Fig. 1: run 1, routing congestion map
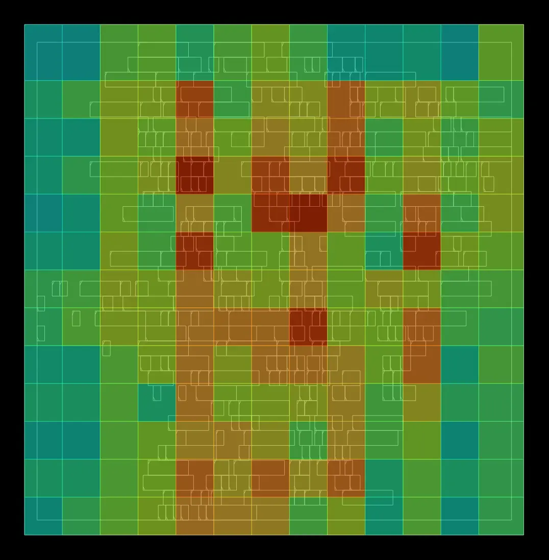
Fig. 2: run 1, I/O nets highlighted
Scale bar: 20 um.
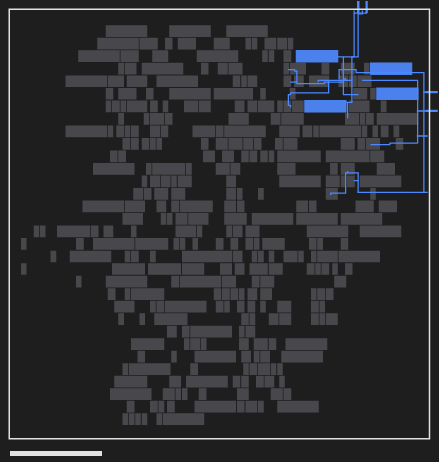
Fig. 3: run 1, met1 routing
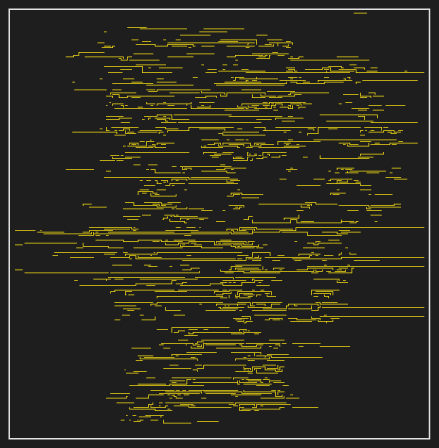
==> config.mk <==
export PLATFORM = sky130hd
export DESIGN_NAME = act_row_ctrl
export DESIGN_NICKNAME = d
export VERILOG_FILES = /design/src/rtl/act_row_ctrl.sv
export SDC_FILE = /design/constraint.sdc
export NUM_CORES = 1
export LEC_CHECK = 0
export CAP_MARGIN = 20
export CORE_AREA = 2 2 89 91
export DETAILED_ROUTE_END_ITERATION = 10
export DIE_AREA = 0 0 91 93
export DONT_BUFFER_PORTS = 1
export PLACE_DENSITY = 0.62
export SLEW_MARGIN = 25
export SYNTH_ARGS = -nofsm -noshare
export SYNTH_HDL_FRONTEND = slang
export SYNTH_SLANG_ARGS = --single-unit
==> constraint.sdc <==
create_clock -name clk -period 6.85 [get_ports clk]
set_input_delay 1.37 -clock clk [delete_from_list [all_inputs] [get_ports clk]]
set_output_delay 1.37 -clock clk [all_outputs]
set_load 0.005 [all_outputs]
==> qor.yml, run 1 <==
final_layout:
  largest_reg_flops: 16
  drive_gt1_share_pct: 6.845
  diodes: 0
  lay_top_count: "dfrtp_1"
  fillCellCount: 780
  final_layout_top_logic_cells: "dfrtp_1 (43), inv_1 (38), o21ai_0 (33)"
  final_cell_count_no_fill: 438
  area_delta_synth_final_pct: 5.714
setup_path:
  crit_buf_inv: 3
  crit_chain: "inv_1, fa_1, fa_1, fa_1, fa_1, inv_1, ha_1, inv_1, fa_1, xnor2_1, o22ai_1, nand4b_1, a2111oi_0, a211oi_1"
  r2r_cells: 6
  crit_arrival_ps: 5100
  worst_setup_path_start_kind: "input pin"
  crit_cells: 14
  crit_fanout: 3
  slowest_stage: "fa_1"
  endpoint_kind: "flop"
pwr:
  ir_drop_mv: 0.1478
  leakage_nw: 1.398
clock_network:
  cts_buffers: 5
  cts_tree: "done"
  cts_setup_buffers: 0
  path_clk_slew_ps: 90
  postCtsHoldBufs: 0
  h-tree-depth: 2
  cts.sinks: 43
  clk_latency_ps: 300
  post_cts_resized: 0
synth:
  syn_nets: 388
  syn_area_per_cell_um2: 8.861
  synthesis.area_um2: 3022
  numSynthFlops: 43
  yosysWarningCount: 0
  async_flop_share_pct: 100.0
  synthFlopType: "dfrtp_1"
  syn_inst: 341
  edf_count: 0
die:
  die_w_um: 91
  initCoreUtil_pct: 40.14
  fp-row-count: 32
  die-area_um2: 8463
final_timing:
  timing.hold.ws_ps: 539.1
  final_hold_viol_count: 0
  setup_viol: 0
  post-route-period-util_pct: 72.11
  rsz0062_at_grt: "false"
  tns_ps: 0
  timing.slew.headroom_pct: 40.54
  setup_ws_ps: 1911
  worstMarginPinSlew_ps: 889.7
  fmax_ghz: 0.2025
  drv_slew: 0
detailed_routing:
  antenna_left: 0
  avgViaCountPerCell: 5.543
  drt_iter0_markers: 220
grt:
  grt_max_degree: 44
  track_usage_pct: 17.59
  overflow: 0
  grt_antenna_before_repair: 0
  grt_pass1_wl_um: 11960
placed_design:
  dpl_cell_area_um2: 3082
  gp_congestion: 0.8485
  dp.final_hpwl_um: 5371
  dp.cells: 430
min_path:
  worstHoldPathType: "reg2reg"
  whs_path_depth: 2
job:
  openroad.warnings: 27
status:
  status: "finished, final reports clean"
-- Fig. 1 (at the start) --
met1 Use GR: 23.84%
met3 usage: 2.820%
Final Core Density: 42.44%

-- Fig. 2 (at the start) --
legend:
  `row_index`:
    colour: blue
    bits: 4
    direction: output
    edge: 2 top, 2 right
    end_cells: 4
    buffers: 0
    wire: 215 um
Top Ports: 50
count of input and output buffers: 0

-- Fig. 3 (at the start) --
main direction: horizontal
longest straight run: 29.4 um
nets with wire on the layer: 358
share of all routed wire: 47%
final wirelength: 7159 um
vias: 2428

## run 1: power by group
group,internal [mW],switching (mW),leakage [nW]
Combinational,0.316,0.416,0.795
Sequential,0.358,0.157,0.544
Clock,0.109,0.0946,0.0581
## run 1: worst min-delay path, delay by kind of cell (launching register included)
family / cells / cell delay (ps)
compound gates: 1 / 60
simple gates: 1 / 60
flops: 1 / 390
## run 1: cell families after synthesis
group	Yosys count	share of synthesized area [%]
mux	10	3.644
flops	43	35.61
fa+ha+maj	20	10.77
compound gates	92	20.58
buf+inv	52	7.081
xor+xnor	9	2.609
simple gates	115	19.71
## run 1: layer usage
| metal | wire length (um) | global-route usage (%) |
|---|---|---|
| met4 | 108 | 4.672 |
| met3 | 298 | 2.820 |
| met2 | 3418 | 29.44 |
| met1 | 3333 | 23.84 |
| met5 | 0 | 0 |
## run 1: final cells by class
class | instances | area (um^2) | share of cell area [%]
Clock buffer | 5 | 68.82 | 2.154
Clock inverter | 3 | 43.79 | 1.371
Inverter | 39 | 146.4 | 4.583
Multi-Input combinational cell | 246 | 1732 | 54.21
Sequential cell | 43 | 1076 | 33.69
Tap cell | 102 | 127.6 | 3.995
## run 1: synthesized netlist by cell type (all sizes together), types with 2 or more instances
master and number:
a2111oi 3, a211oi 3, a21o 3, a21oi 20
a22o 2, and2 3, and3 5, buf 7
clkbuf 6, dfrtp 43, fa 10, ha 10
inv 38, mux2 8, mux2i 2, nand2 26
nand2b 5, nand3 12, nand3b 3, nand4b 3
nor2 28, nor2b 5, nor3 12, nor4 4
nor4b 2, o211ai 5, o21a 2, o21ai 33
o21bai 2, o22ai 6, o2bb2ai 2, o311ai 2
or4 3, xnor2 4, xor2 5
## run 1: through the flow
stage / power [mW] / utilization (%)
6_report: 1.451 / 42.44
5_1_grt: 1.586 / 42.44
4_1_cts: 1.457 / 42.44
3_5_place_dp: 1.247 / 40.94
3_3_place_gp: 1.232 / 40.94
2_1_floorplan: 1.090 / -
==> run 2: changes to the inputs <==
Settings changed: PLACE_DENSITY 0.62 to 0.64.
Clock period 6.85 ns to 4 ns, I/O delays scaled along.
Fig. 4: run 2, I/O nets highlighted
Scale bar: 20 um.
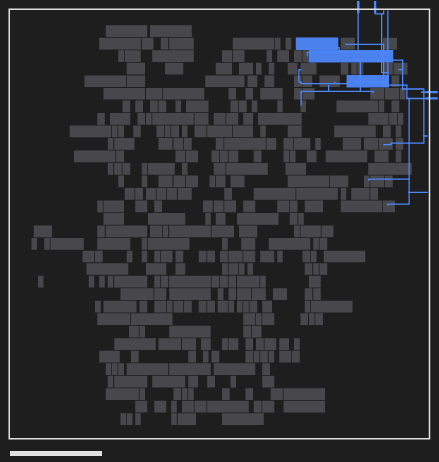
legend:
  `row_index`:
    colour: blue
    bits: 4
    direction: output
    edge: 2 top, 2 right
    end_cells: 4
    buffers: 0
    wire: 226 um

==> run 2 against run 1 <==
The flow now finishes with violations (setup timing). Worst hold slack got worse by 370 ps. Wire length up 1.3%. Synthesized cell count did not move. First-iteration DRC count decreased by 2.3%. Sequential share of layout area down 1.1 points.
==> qor.yml, run 2 <==
final_layout:
  largest_reg_flops: 16
  area_delta_synth_final_pct: 9.441
  lay_top_count: "dfrtp_1"
  comb_area_um2: 1767
  diodes: 0
  drive_gt1_share_pct: 12.97
placed_design:
  dp.final_hpwl_um: 5525
  io_buffer_count: 0
clock_network:
  h-tree-depth: 2
  clk_latency_ps: 310
  cts.sinks: 43
  path_clk_slew_ps: 90
  postCtsHoldBufs: 0
synth:
  synthFlopType: "dfrtp_1"
  syn_nets: 388
  edf_count: 0
  numSynthFlops: 43
  syn_area_per_cell_um2: 8.861
  syn_inst: 341
  top_cells_by_count: "dfrtp_1 (43), inv_1 (38), o21ai_0 (33)"
  async_flop_share_pct: 100.0
  yosysWarningCount: 0
grt:
  grt_antenna_before_repair: 0
  overflow: 0
  track_usage_pct: 17.80
  grt_max_degree: 44
final_timing:
  timing.hold.ws_ps: 169.2
  setup_viol: 2
  drv_slew: 0
  worstMarginPinSlew_ps: 873.7
  rsz0062_at_grt: "true"
  setup_ws_ps: -128.3
  timing.slew.headroom_pct: 41.61
  final_hold_viol_count: 0
die:
  fp-row-count: 32
  boundaryPins: 50
  die_w_um: 91
detailed_routing:
  antenna_left: 0
  avgViaCountPerCell: 5.608
  drt_iter0_markers: 215
  vias: 2518
  wirelength_um: 7251
pwr:
  finalPower_mw: 2.573
  ir_drop_mv: 0.2135
setup_path:
  r2r_cells: 6
  crit_arrival_ps: 4310
status:
  failed_checks: "setup timing"
  status: "complete, but fails checks"
min_path:
  worstHoldPathType: "in2async"
run 2: cell counts after synthesis:
No cell type changed its count.
run 2: cells by family (layout without fill, tap and decap cells):
logic type | after synthesis | after routing | synth area share [%]
buffers and inverters | 52 | 58 | 7.081
flip-flops | 43 | 43 | 35.61
multiplexers | 10 | 10 | 3.644
adder cells (fa/ha/maj) | 20 | 20 | 10.77
XOR/XNOR | 9 | 9 | 2.609
AND/OR/NAND/NOR | 115 | 115 | 19.71
AND-OR/OR-AND | 92 | 92 | 20.58
run 2: repair_timing:
| item | in CTS | in global routing |
|---|---|---|
| resized | 1 | 6 |
| hold endpoints to repair | 0 | 0 |
| setup buffers | 1 | 1 |
| pin swaps | 2 | 1 |
| endpoints found under the setup margin | 2 | 5 |
run 2: worst max-delay path, stage by stage:
cell and delay, ps:
inv_8 10, fa_1 570, fa_1 440, fa_1 420, fa_1 520, inv_1 50, ha_1 280, a21o_1 180
a21oi_1 170, xor2_1 200, nand4b_1 200, a2111oi_2 360, a211oi_1 70
run 2: routing by layer:
layer / share of wire (%) / GRT usage, % / up-vias
li1: - / - / 1204
met1: 46 / 24.03 / 1231
met2: 48 / 28.64 / 72
met3: 5.1 / 3.707 / 11
met4: 1.8 / 6.061 / 0
met5: 0 / 0 / -
run 2: layout make-up:
| type | count | share of cell area, % |
|---|---|---|
| Clock inverter | 3 | 0.7189 |
| Inverter | 39 | 4.881 |
| Multi-Input combinational cell | 246 | 53.42 |
| Clock buffer | 5 | 2.081 |
| Tap cell | 102 | 3.859 |
| Timing Repair Buffer | 11 | 2.497 |
| Sequential cell | 43 | 32.54 |
run 2: report_power, final:
| part | switching, mW | total [mW] | internal (mW) |
|---|---|---|---|
| Combinational | 0.759 | 1.40 | 0.638 |
| Clock | 0.171 | 0.296 | 0.125 |
| Sequential | 0.267 | 0.880 | 0.613 |
run 2: stage by stage:
step                      instance area (um^2)  util [%]  worst slack [ps]  TNS, ps  instances
after global routing                      3307     43.93            -264.3   -662.2        449
after global placement                    3179     42.24            -430.3    -2119        439
after detailed placement                  3179     42.24            -509.8    -2537        439
after CTS                                 3282     43.60            -145.8   -186.0        448
final                                     3307     43.93            -128.3   -134.7        449
after floorplan                           3052         -            -281.4   -556.1        341
Power and IR drop assume default switching activity.
